## src/rtl/bt_command_decoder.sv

```systemverilog
// bt_command_decoder: receives UART bytes from the Bluetooth module, decodes
// single-character drive commands into the motor command word, and stops the
// motors when the link goes quiet.
//
// state  | meaning
// -------+--------------------------------------------------------------
// IDLE   | line idle, waiting for a falling edge (start bit)
// START  | half-bit wait, then confirm the start bit (rejects glitches)
// DATA   | sampling 8 data bits once per bit period, LSB first
// STOP   | sample stop bit; on a framing error hold here until rx is high
module bt_command_decoder #(
  parameter int CLK_FREQ       = 100_000_000,
  parameter int BAUD           = 9600,
  parameter int TIMEOUT_CYCLES = 50_000_000,
  parameter int DEFAULT_SPEED  = 5
) (
  input  logic        clk,
  input  logic        rst,
  input  logic        rx,
  output logic [15:0] command,
  output logic        cmd_valid,
  output logic        frame_err,
  output logic        link_timeout
);

  localparam int CLKS_PER_BIT = CLK_FREQ / BAUD;
  localparam int BW = $clog2(CLKS_PER_BIT + 1);
  localparam int WW = $clog2(TIMEOUT_CYCLES + 1);
  localparam logic [BW-1:0] HALF_LD = BW'(CLKS_PER_BIT / 2);
  localparam logic [BW-1:0] FULL_LD = BW'(CLKS_PER_BIT - 1);
  localparam logic [WW-1:0] WD_LAST = WW'(TIMEOUT_CYCLES - 1);
  localparam logic [3:0]    SPD     = 4'(DEFAULT_SPEED);

  typedef enum logic [1:0] {IDLE, START, DATA, STOP} state_t;

  state_t        state_q, state_d;
  logic          rx_meta_q, rx_sync_q;
  logic [BW-1:0] bit_cnt_q, bit_cnt_d;
  logic [2:0]    bit_idx_q, bit_idx_d;
  logic [7:0]    shift_q, shift_d;
  logic          stop_hold_q, stop_hold_d;
  logic          byte_valid_q, byte_valid_d;
  logic          frame_err_q, frame_err_d;
  logic [15:0]   cmd_q, cmd_d;
  logic          cmd_valid_q, cmd_valid_d;
  logic          link_q, link_d;
  logic [WW-1:0] wd_q, wd_d;
  logic          is_motion, is_digit, recog;
  logic [7:0]    motion_pat;

  // Two-flop synchronizer for the asynchronous serial line (idles high).
  always_ff @(posedge clk or posedge rst) begin
    if (rst) begin
      rx_meta_q <= 1'b1;
      rx_sync_q <= 1'b1;
    end else begin
      rx_meta_q <= rx;
      rx_sync_q <= rx_meta_q;
    end
  end

  // UART receiver state and datapath registers.
  always_ff @(posedge clk or posedge rst) begin
    if (rst) begin
      state_q      <= IDLE;
      bit_cnt_q    <= '0;
      bit_idx_q    <= '0;
      shift_q      <= '0;
      stop_hold_q  <= 1'b0;
      byte_valid_q <= 1'b0;
      frame_err_q  <= 1'b0;
    end else begin
      state_q      <= state_d;
      bit_cnt_q    <= bit_cnt_d;
      bit_idx_q    <= bit_idx_d;
      shift_q      <= shift_d;
      stop_hold_q  <= stop_hold_d;
      byte_valid_q <= byte_valid_d;
      frame_err_q  <= frame_err_d;
    end
  end

  // Receiver next state; the bit timer counts down to zero and is reloaded
  // at each sample point.
  always_comb begin
    state_d      = state_q;
    bit_cnt_d    = bit_cnt_q;
    bit_idx_d    = bit_idx_q;
    shift_d      = shift_q;
    stop_hold_d  = stop_hold_q;
    byte_valid_d = 1'b0;
    frame_err_d  = 1'b0;
    case (state_q)
      IDLE: begin
        stop_hold_d = 1'b0;
        if (!rx_sync_q) begin
          state_d   = START;
          bit_cnt_d = HALF_LD;
        end
      end
      START: begin
        if (bit_cnt_q == '0) begin
          if (!rx_sync_q) begin
            state_d   = DATA;
            bit_cnt_d = FULL_LD;
            bit_idx_d = '0;
          end else begin
            state_d = IDLE;
          end
        end else begin
          bit_cnt_d = bit_cnt_q - 1'b1;
        end
      end
      DATA: begin
        if (bit_cnt_q == '0) begin
          shift_d   = {rx_sync_q, shift_q[7:1]};
          bit_cnt_d = FULL_LD;
          if (bit_idx_q == 3'd7) state_d = STOP;
          else bit_idx_d = bit_idx_q + 3'd1;
        end else begin
          bit_cnt_d = bit_cnt_q - 1'b1;
        end
      end
      STOP: begin
        if (stop_hold_q) begin
          if (rx_sync_q) begin
            state_d     = IDLE;
            stop_hold_d = 1'b0;
          end
        end else if (bit_cnt_q == '0) begin
          if (rx_sync_q) begin
            byte_valid_d = 1'b1;
            state_d      = IDLE;
          end else begin
            frame_err_d = 1'b1;
            stop_hold_d = 1'b1;
          end
        end else begin
          bit_cnt_d = bit_cnt_q - 1'b1;
        end
      end
      default: state_d = IDLE;
    endcase
  end

  // Character decode of the byte held in the shift register.
  always_comb begin
    is_motion  = 1'b1;
    motion_pat = 8'h00;
    case (shift_q)
      8'h46, 8'h66: motion_pat = 8'hFF;
      8'h42, 8'h62: motion_pat = 8'hAA;
      8'h4C, 8'h6C: motion_pat = 8'hBB;
      8'h52, 8'h72: motion_pat = 8'hEE;
      8'h53, 8'h73: motion_pat = 8'h00;
      default:      is_motion  = 1'b0;
    endcase
    is_digit = (shift_q >= 8'h30) && (shift_q <= 8'h39);
    recog    = byte_valid_q && (is_motion || is_digit);
  end

  // Command word, watchdog and link-timeout registers.
  always_ff @(posedge clk or posedge rst) begin
    if (rst) begin
      cmd_q       <= {8'h00, SPD, SPD};
      cmd_valid_q <= 1'b0;
      link_q      <= 1'b0;
      wd_q        <= '0;
    end else begin
      cmd_q       <= cmd_d;
      cmd_valid_q <= cmd_valid_d;
      link_q      <= link_d;
      wd_q        <= wd_d;
    end
  end

  // A recognised byte always wins over a watchdog expiry in the same cycle.
  always_comb begin
    cmd_d       = cmd_q;
    cmd_valid_d = 1'b0;
    link_d      = link_q;
    wd_d        = (wd_q == WD_LAST) ? wd_q : wd_q + 1'b1;
    if (recog) begin
      wd_d        = '0;
      link_d      = 1'b0;
      cmd_valid_d = 1'b1;
      if (is_motion) cmd_d[15:8] = motion_pat;
      else           cmd_d[7:0]  = {shift_q[3:0], shift_q[3:0]};
    end else if (wd_q == WD_LAST && !link_q) begin
      cmd_d[15:8] = 8'h00;
      link_d      = 1'b1;
      cmd_valid_d = 1'b1;
    end
  end

  assign command      = cmd_q;
  assign cmd_valid    = cmd_valid_q;
  assign frame_err    = frame_err_q;
  assign link_timeout = link_q;

endmodule

```

## config.mk

```make
export PLATFORM = sky130hd
export DESIGN_NAME = bt_command_decoder
export DESIGN_NICKNAME = d
export VERILOG_FILES = /design/src/rtl/bt_command_decoder.sv
export SDC_FILE = /design/constraint.sdc
export NUM_CORES = 1
export LEC_CHECK = 0
export ABC_AREA = 1
export ABC_CLOCK_PERIOD_IN_PS = 2300
export CORE_ASPECT_RATIO = 0.75
export CORE_UTILIZATION = 50
export DETAILED_ROUTE_END_ITERATION = 6
export GPL_ROUTABILITY_DRIVEN = 0
export PLACE_DENSITY = 0.71
export SLEW_MARGIN = 25
export SYNTH_ARGS = -nofsm -noshare
export SYNTH_HDL_FRONTEND = slang
export SYNTH_SLANG_ARGS = --single-unit
```

## constraint.sdc

```tcl
create_clock -name clk -period 2.3 [get_ports clk]
set_clock_uncertainty 0.2 [all_clocks]
set_input_delay 0.575 -clock clk [delete_from_list [all_inputs] [get_ports clk]]
set_output_delay 0.575 -clock clk [all_outputs]
set_load 0.01 [all_outputs]
```

### M1 wires, run 1

Cells faint in the background.
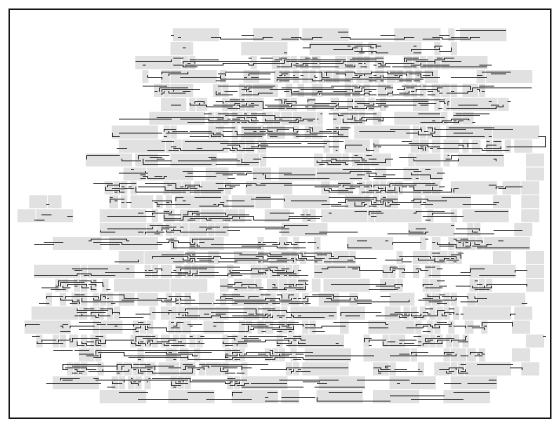
wire length on this layer: 4300 um
nets with wire on the layer: 505
longest straight run: 30.8 um

### Signal wires on met2, run 1

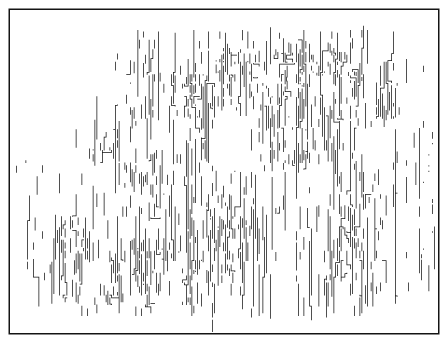
wire length on this layer: 3340 um
main direction: vertical
share of all routed wire: 41%

### Sizing map, run 1

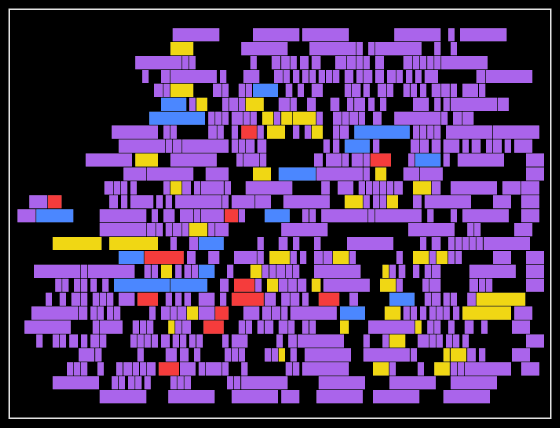
| size | colour | cells |
|---|---|---|
| x6 and larger | blue | 16 |
| x2 | yellow | 42 |
| x3 and x4 | red | 12 |
| x1 and smaller | purple | 477 |

==> results.txt, run 1 <==
Update from the flow run.

The clock transition at the registers of the reported paths is around 80 ps. For the worst-skew pair, the clock arrives at the later sink with an insertion delay of roughly 350 ps. The area of the placeable core is roughly 7600 um2. The number of clock sinks seen by CTS is between 60 and 70.

In the final layout, multi-input gates take up approximately 44% of the cell area. After routing the design area is between 4000 and 5000 um2. For this design the static power due to leakage is ~2.2 nW. The count of buffers inserted at the top-level ports is 21. The class of the most critical hold timing path is reg -> reg. The largest family of logic cells by area is simple AND/OR/NAND/NOR gates. The layout report lists the combined flip-flop and latch area as ~1700 um2. The floorplan die height is 79.6 um.

The register with the most flip-flops in the layout has 26 of them. The worst hold path begins at rx_meta_q. The count of endpoints failing setup in the final report is 0. Hold analysis shows the worst path with a depth of 0. By area, combinational gates come first.

The run finished with clean final reports. Entering global routing, the biggest net connects around 70 pins. Among cell families on the critical path, the largest total delay comes from flip-flops.

The synthesis report gives the async set-or-reset register share as 100%. The global routing report lists met2 layer usage as 31.1%. Overall power consumption after layout is estimated at ~0.0024 W. Of the total synthesized cell area, the portion taken by AND-OR and OR-AND cells is around 6.4%. Per STA, the endpoint of the critical path is command[6]. Before any placement, the netlist area is recorded as between 4000 and 5000 um2. Per the detailed-route log, wirelength across all metal layers totals just over 8 mm. Total power normalized to cell area comes to approximately 530 nW/um2.

After detailed routing, the met3 layer carries 506 um of wire. After layout, the clock buffer instance count stands at 10. The detailed-route DRC error count is 0.

The register bit count reported by yosys is roughly 67. The cell with the most instances after synthesis is nand2_1. According to the cell report, flip-flops and latches in the layout number around 67.

Post-CTS timing repair inserted 0 buffers for setup. TritonCTS built the clock tree. The detailed router finished its first iteration with around 280 violations. The count of pins on the block boundary is 22. The critical path buffer and inverter count is 1. The number of synthesized flops with an enable pin is 0. The count of distinct cell types in the synthesized netlist is approximately 40.

The number of warning messages in the logs is 30. The longest incremental delay of any stage on the critical path is reported as 550 ps. Walking the worst path, the cells encountered are clkdlybuf4s50_1. The number of fillers in the final layout is 666. The clock network power share is between 40% and 50%. After floorplanning, the die was sized to cover 8400 um2. The total congestion overflow after global routing is 0. Counting the inverters off the clock network in the layout gives approximately 55. Looking at the global route congestion table, the highest-usage layer is met1. The worst path meets setup with 97.4 ps of slack.

The final max-slew violation count is 0. Prior to clock tree synthesis, the placed netlist has a worst setup slack of between 200 and 250 ps. The combinational power is between 0.00003 and 0.00004 W. The post-route worst hold slack is approximately 150 ps. The clock passes through at most 2 buffers. The detailed-route via count is 3378. The sequential area share after synthesis is a little over two fifths.

The analysis attributes to net switching a power of between 0.0005 and 0.0006 W. Cells fill roughly three fifths of the core in the end. The stat command in Yosys gives a chip area of between 4000 and 5000 um2. The cell count after synthesis is around 520. The beginning of the worst register-to-register path is bit_cnt_q[0].

Summing all multiplexer cells gives an area fraction of less than 1%. The adder-cell area share of the yosys netlist is 2.80%. The number of cell instances after yosys synthesis is 523. The global-route total usage across every layer is 21.6%.
### Routing congestion map, run 1

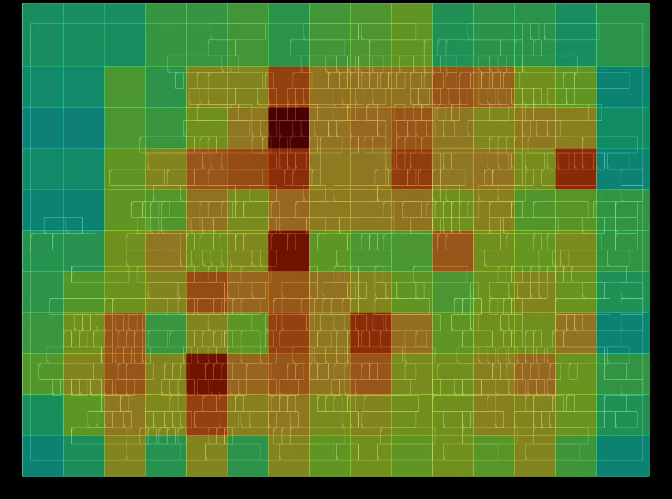

## Run 2: what changed since run 1
- CORE_ASPECT_RATIO: 0.75 -> not set
- REMOVE_ABC_BUFFERS: not set -> 1
### Routing congestion map, run 2

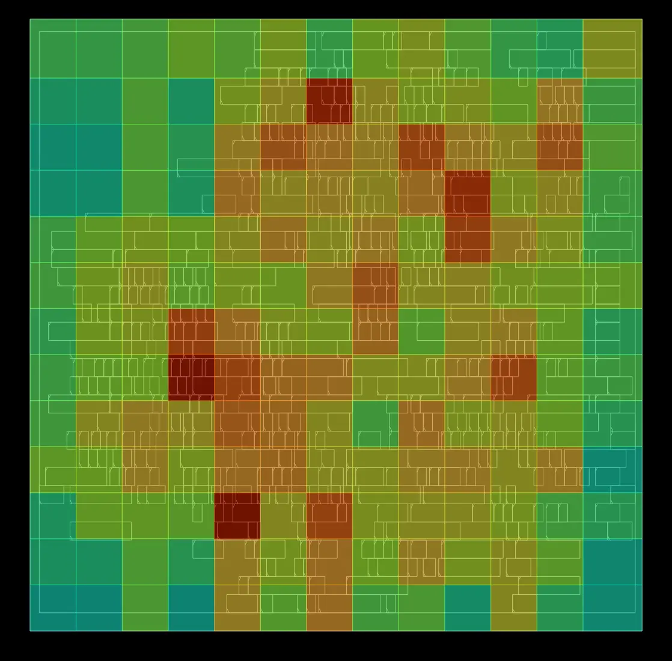
overall global routing resource usage: 20.6%
most congested layer reported by global routing: met2

### Cell density map, run 2

The bar under the picture is 20 um long. 9 x 9 tiles, from dark blue (low) to red (high), 0 to 100% covered.
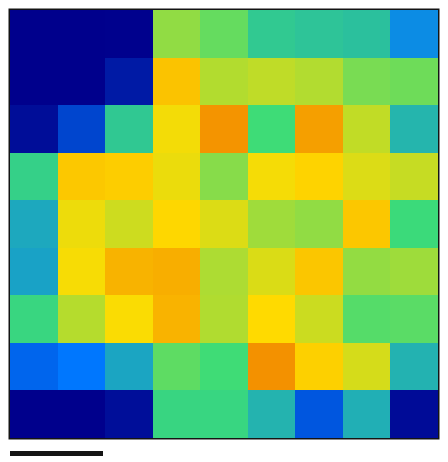
fullest tile: 84%
mean over tiles: 52%
tiles over 75% full: 19%

### M1 wires, run 2

Cells faint in the background.
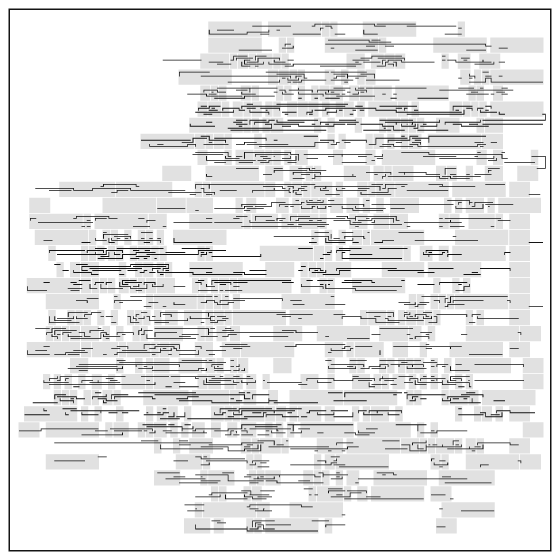
wire length on this layer: 3650 um
nets with wire on the layer: 500
share of all routed wire: 47%

==> run 2 against run 1 <==
Effect of this change:
- sequential cell count is the same
- worst hold slack improved by 8.1 ps
- routed wire length is 6.0% lower
- synthesized area unchanged
- critical path type unchanged
- register-to-register slack worse by 20 ps
- via count fell by 3.4%
- combinational power shrank 1%
- largest power group is now sequential cells
- largest cell class unchanged
- die size is essentially flat
- critical endpoint is now command[2]
- clock-buffer cell count unchanged
- sequential power is essentially flat
==> results.txt, run 2 <==
Update from the flow run.

Result of the run: completed (unchanged). The clock network area share is 4.02% (was 5.31%). The count of endpoints failing setup in the final report is 0 (unchanged). The cell with the most instances after synthesis is nand2_1 (unchanged).

The combinational power is 0.0000312 W (was 0.0000316 W). The detailed router's first-iteration violation count is 151 (was 277). The number of vias per cell is 5.04 (was 5.21). The routing usage on met2 is 33.4% (was 31.1%). The class of the most critical hold timing path is reg -> reg (unchanged). The final critical-path setup slack came to 100 ps (was 97.4 ps). The final design utilization was 57.3% (was 59.8%). The maximum clock rate is 0.455 GHz (was 0.454 GHz). The adder-cell area share of the yosys netlist is 2.80% (unchanged). The area reported by Yosys stat is 4020 um2 (unchanged). The count of buffers inserted at the top-level ports is 21 (unchanged). The detailed-route DRC error count is 0 (unchanged). The clock network power share is 42.0% (was 49.8%). The number of synthesized flops with an enable pin is 0 (unchanged). The wire length of the first global-routing pass was 13.7 mm (was 14.2 mm). The register area is 1680 um2 (unchanged).

The number of clock sinks seen by CTS is 67 (unchanged). The logic share of the area is 44.9% (was 44.2%). The initial core utilization came to 51.7% (was 53.1%). The sequential area share after synthesis is 41.9% (unchanged).

The hold path startpoint is rx_meta_q (unchanged). The compound-cell area share of the yosys netlist is 6.38% (unchanged). The met3 wire length is 254 um (was 506 um). The register bit count reported by yosys is 67 (unchanged). The largest fanout on the critical path is 3 (unchanged). The critical path buffer and inverter count was 1 (unchanged).

The area fraction in mux cells was 0.280% (unchanged). The maximum buffer depth of the clock tree is 2 (unchanged). The launching instance or port of the critical path is command[6] (unchanged).

The post-route worst hold slack is 158 ps (was 150 ps). The power spent charging and discharging nets is 0.000489 W (was 0.000506 W). The buffers inserted during post-CTS setup optimization is 0 (unchanged). The count of pins on the block boundary is 22 (unchanged). The area of all placed cells without fillers came to 4450 um2 (was 4520 um2).

The floorplan die height is 91.6 um (was 79.6 um). The number of diodes is 0 (unchanged). The highest cell delay on the worst timing path is 550 ps (about the same). The share of the final layout cell area in sequential cells was 37.8% (was 37.2%). The detailed-route wire length is 7.73 mm (was 8.23 mm). The non-filler instance count after layout is 648 (unchanged). The sequential cell count of the final layout is 67 (unchanged).

The detailed-route via count came to 3264 (was 3378). The clock transition at the registers of the reported paths is 80 ps (about the same). The worst setup slack after placement is 255 ps (was 249 ps).

The number of cell instances after yosys synthesis is 523 (unchanged). Top library cells by usage in the layout, fill and taps aside: 152 x nand2_1, 66 x nor2_1, 63 x dfrtp_1, 48 x inv_1, 35 x nand3_1 (unchanged). The largest net degree at the start of global routing is 68 (unchanged).

The leakage power summed over all cells is 2.12 nW (was 2.16 nW). The worst supply voltage drop on vdd came to 0.250 mV (was 0.297 mV). The clock tree from TritonCTS was done (unchanged). The clock insertion delay at the later pin of the skew report came to 350 ps (about the same). The kind of start point of the critical path is a flip-flop (unchanged). The largest family of logic cells by area is simple AND/OR/NAND/NOR gates (unchanged).

The area of the placeable core was 7770 um2 (was 7570 um2). The number of cell rows came to 32 (was 27). The number of fillers in the final layout came to 728 (was 666). The cell count after synthesis is 523 (unchanged). The area of the die is 8400 um2 (about the same).

The number of warning messages in the logs is 29 (was 30). The fraction of registers with async set or reset after synthesis was 100% (unchanged). The count of distinct cell types in the synthesized netlist is 41 (unchanged).

The master cell of the clock root buffer is clkbuf_8 (unchanged). The power after layout is 0.00209 W (was 0.00242 W). The critical path capture point is command[2] (was command[6]). The beginning of the worst register-to-register path was bit_cnt_q[0] (unchanged).

Critical path cell sequence: clkdlybuf4s50_1 (unchanged). The number of cells on the worst hold path is 0 (unchanged). The final max-slew violation count was 0 (unchanged).

The family with the most delay on the worst path is flip-flops (unchanged). The netlist area before placement is 4020 um2 (unchanged). The number of signal-net inverters in the final layout is 55 (unchanged). The total congestion overflow after global routing came to 0 (unchanged). The number of clock buffer instances in the layout is 10 (unchanged). The power density over the cells was 470 nW/um2 (was 535 nW/um2).

The flip-flop count of the largest register after layout was 26 (unchanged). The cell class ranked first by area was combinational gates (unchanged).
### Signal wires on met2, run 2

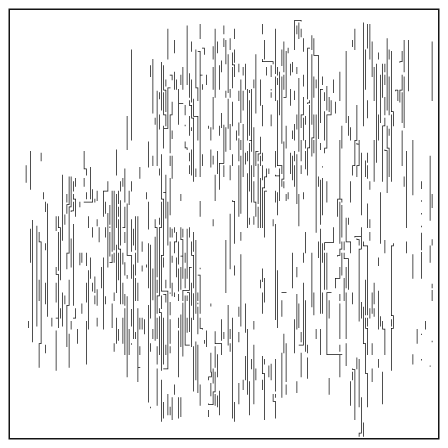

## Run 3: what changed since run 2
- CORE_ASPECT_RATIO: not set -> 2
- GPL_TIMING_DRIVEN: not set -> 0
### Signal wires on met2, run 3

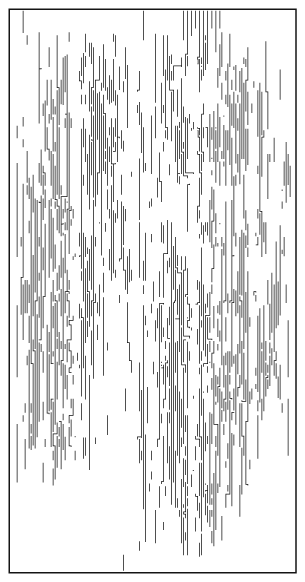
main direction: vertical
wire length on this layer: 5070 um

### Met4 routing, run 3

Cells faint in the background.
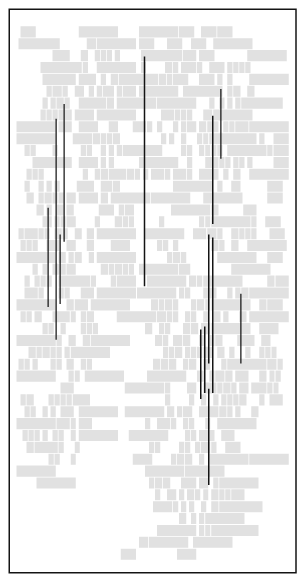
wire length on this layer: 345 um
main direction: vertical
longest straight run: 52.4 um
share of all routed wire: 3.9%

==> run 3 against run 2 <==
Effect of this change:
- largest cell class unchanged
- power up 28%
- synthesized cell count is the same
- first-iteration DRC count increased by 78%
- critical endpoint is now command[0]
- final area increased by 2.6%
- combinational power up 8.3%
- synthesized area unchanged
- highest routed layer unchanged
- fmax shrank 0.19%
- cell count shrank 1.5%
- core utilization is 2.3 points higher
- routed wire length increased by 14%
- sequential share of layout area decreased by 0.96 points
==> results.txt, run 3 <==
Update from the flow run.

The post-route worst hold slack is 157 ps (was 158 ps). The critical path class is reg -> out (unchanged). The final critical-path setup slack was 95.8 ps (was 100 ps). The largest family of logic cells by area is simple AND/OR/NAND/NOR gates (unchanged).

The cell class ranked first by area was combinational gates (unchanged). The busiest layer in global routing is met2 (unchanged). The netlist area before placement is 4020 um2 (unchanged). The power of the sequential group is 0.00118 W (about the same). The number of detailed-route iterations in the first pass is 4 (was 5). The number of diodes is 0 (unchanged).

The largest fanout on the critical path was 3 (unchanged). The hold path startpoint was rx_meta_q (unchanged). The combinational power is 0.0000338 W (was 0.0000312 W).

The post-place instance area was 4250 um2 (was 4270 um2). The final design utilization was 59.7% (was 57.3%). The max-cap check violation count came to 0 (unchanged). The slowest library cell on the worst path is dfstp_2 (unchanged). The slew at the pin with the worst max-slew slack is 529 ps (was 444 ps).

The relative area change from synthesis to final layout is 13.7% (was 10.8%). The cell with the most instances after synthesis is nand2_1 (unchanged). The launching instance or port of the critical path is command[4] (was command[6]). The quantity of hold-fixing buffers added after cts came to 0 (unchanged). The wire length of the first global-routing pass was 15.0 mm (was 13.7 mm). The detailed-route wire length came to 8.84 mm (was 7.73 mm). The register bit count reported by yosys is 67 (unchanged). The kind of start point of the critical path was a flip-flop (unchanged). The critical path buffer and inverter count came to 1 (unchanged). The adder-cell area share of the yosys netlist is 2.80% (unchanged).

The number of buffers created by CTS was 9 (unchanged). The clock tree from TritonCTS is done (unchanged). The power density over the cells is 588 nW/um2 (was 470 nW/um2). The non-filler instance count after layout was 638 (was 648). The total congestion overflow after global routing came to 0 (unchanged). The met1 usage is 20.8% (was 26.8%). The floorplan die height is 129 um (was 91.6 um). The buffers inserted during post-CTS setup optimization was 0 (unchanged). The area of all placed cells without fillers is 4570 um2 (was 4450 um2). The count of pins on the block boundary is 22 (unchanged).

The number of multi-input combinational cells is 384 (unchanged). The detailed-route via count is 3382 (was 3264). The area share of buffers outside the clock network is 5.20% (was 5.79%). The critical path capture point is command[0] (was command[2]).

The count of distinct cell types in the synthesized netlist was 41 (unchanged). The share of the final layout cell area in sequential cells was 36.8% (was 37.8%). The headroom to the max-slew limit is 64.6% (was 70.2%). The logic depth of the worst register-to-register path came to 11 (unchanged). The sequential cell count of the final layout was 67 (unchanged). The clock network area share is 6.96% (was 4.02%). The power spent charging and discharging nets is 0.000548 W (was 0.000489 W). Top library cells by usage in the layout, fill and taps aside: 152 x nand2_1, 65 x nor2_1, 63 x dfrtp_1, 48 x inv_1, 35 x nand3_1 (was 152 x nand2_1, 66 x nor2_1, 63 x dfrtp_1, 48 x inv_1, 35 x nand3_1). The power after layout was 0.00269 W (was 0.00209 W). The number of cells on the worst hold path is 0 (unchanged). The cell count after synthesis is 523 (unchanged). The sequential area share after synthesis is 41.9% (unchanged). The slack of the worst reg-to-reg path is 220 ps (about the same).

The via count of the first global-routing pass came to 3506 (was 3089). The setup total negative slack came to 0 ps (unchanged). The beginning of the worst register-to-register path was bit_cnt_q[0] (unchanged).

Critical path cell sequence: clkdlybuf4s50_1 (unchanged). The count of endpoints failing setup in the final report is 0 (unchanged). The number of clock sinks seen by CTS is 67 (unchanged). The combinational fraction of design power is 1.3% (was 1.5%). The number of cell instances after yosys synthesis is 523 (unchanged).

The design internal power is 0.00214 W (was 0.00161 W). The global-route total usage across every layer is 23.6% (was 20.6%). The detailed-route DRC error count is 0 (unchanged). The shortest period the worst path allows is 2200 ps (about the same). Top cells by instance count after synthesis: 152 x nand2_1, 66 x nor2_1, 63 x dfrtp_1 (unchanged).

The clock transition at the registers of the reported paths came to 60 ps (was 80 ps). The largest net degree at the start of global routing is 55 (was 68). The area of the placeable core is 7660 um2 (was 7770 um2).

The area reported by Yosys stat is 4020 um2 (unchanged). The number of fillers in the final layout is 709 (was 728). The initial core utilization was 52.5% (was 51.7%). The logic share of the area is 43.9% (was 44.9%). The class of the most critical hold timing path is reg -> reg (unchanged). The detailed router's first-iteration violation count is 269 (was 151). The compound-cell area share of the yosys netlist is 6.38% (unchanged). Result of the run: completed (unchanged).

The highest cell delay on the worst timing path is 550 ps (about the same). The number of clock buffer instances in the layout came to 9 (was 10). The area of the die is 8420 um2 (was 8400 um2). The uppermost signal routing layer after detailed routing is met4 (unchanged). The number of vias per cell was 5.30 (was 5.04). The maximum buffer depth of the clock tree was 2 (unchanged). Main area contributors: dfrtp_1 39%, nand2_1 14%, nor2_1 6.2% (unchanged).

The most common library cell in the layout ignoring fill and taps was nand2_1 (unchanged). The number of non-clock buffers was 22 (was 24). The simple-gate share of the synthesized area came to 36.6% (unchanged). The register bank with the most flops is wd_q (unchanged). The routing usage on met2 is 45.9% (was 33.4%). The fraction of registers with async set or reset after synthesis is 100% (unchanged). The maximum clock rate was 0.454 GHz (was 0.455 GHz). Largest registers in the final layout: wd_q x26, bit_cnt_q x14, shift_q x8 (unchanged). The final max-slew violation count was 0 (unchanged).

The number of warning messages in the logs is 29 (unchanged). The flip-flop count of the largest register after layout was 26 (unchanged). The family with the most delay on the worst path was flip-flops (unchanged). The clock insertion delay at the later pin of the skew report is 340 ps (was 350 ps). The clock network power share was 54.6% (was 42.0%). The master cell of the clock root buffer is clkbuf_16 (was clkbuf_8). The worst supply voltage drop on vdd came to 0.358 mV (was 0.250 mV). The number of signal-net inverters in the final layout is 55 (unchanged). The count of buffers inserted at the top-level ports is 21 (unchanged). The prevailing post-synth register cell is dfrtp_1 (unchanged). The met3 wire length came to 252 um (was 254 um). The number of synthesized flops with an enable pin is 0 (unchanged). The warning count from the yosys run came to 0 (unchanged). The worst setup slack after placement is 94.9 ps (was 255 ps). The number of cell rows was 45 (was 32).

The area fraction in mux cells is 0.280% (unchanged). The register area is 1680 um2 (unchanged). The leakage power summed over all cells is 2.18 nW (was 2.12 nW).
### Cell density map, run 3

The bar under the picture is 20 um long. 7 x 13 tiles, from dark blue (low) to red (high), 0 to 100% covered.
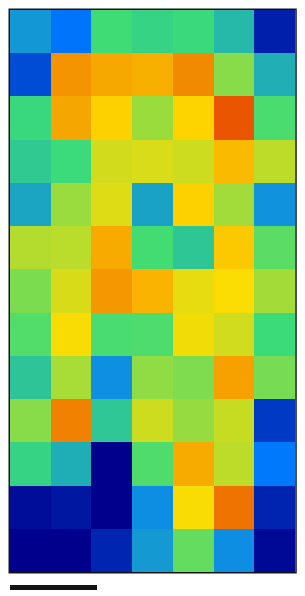
tiles over 75% full: 20%
fullest tile: 90%
mean over tiles: 53%
emptiest ninth of the die: lower left

No activity file was given, so power comes from the tool's default toggle rates.
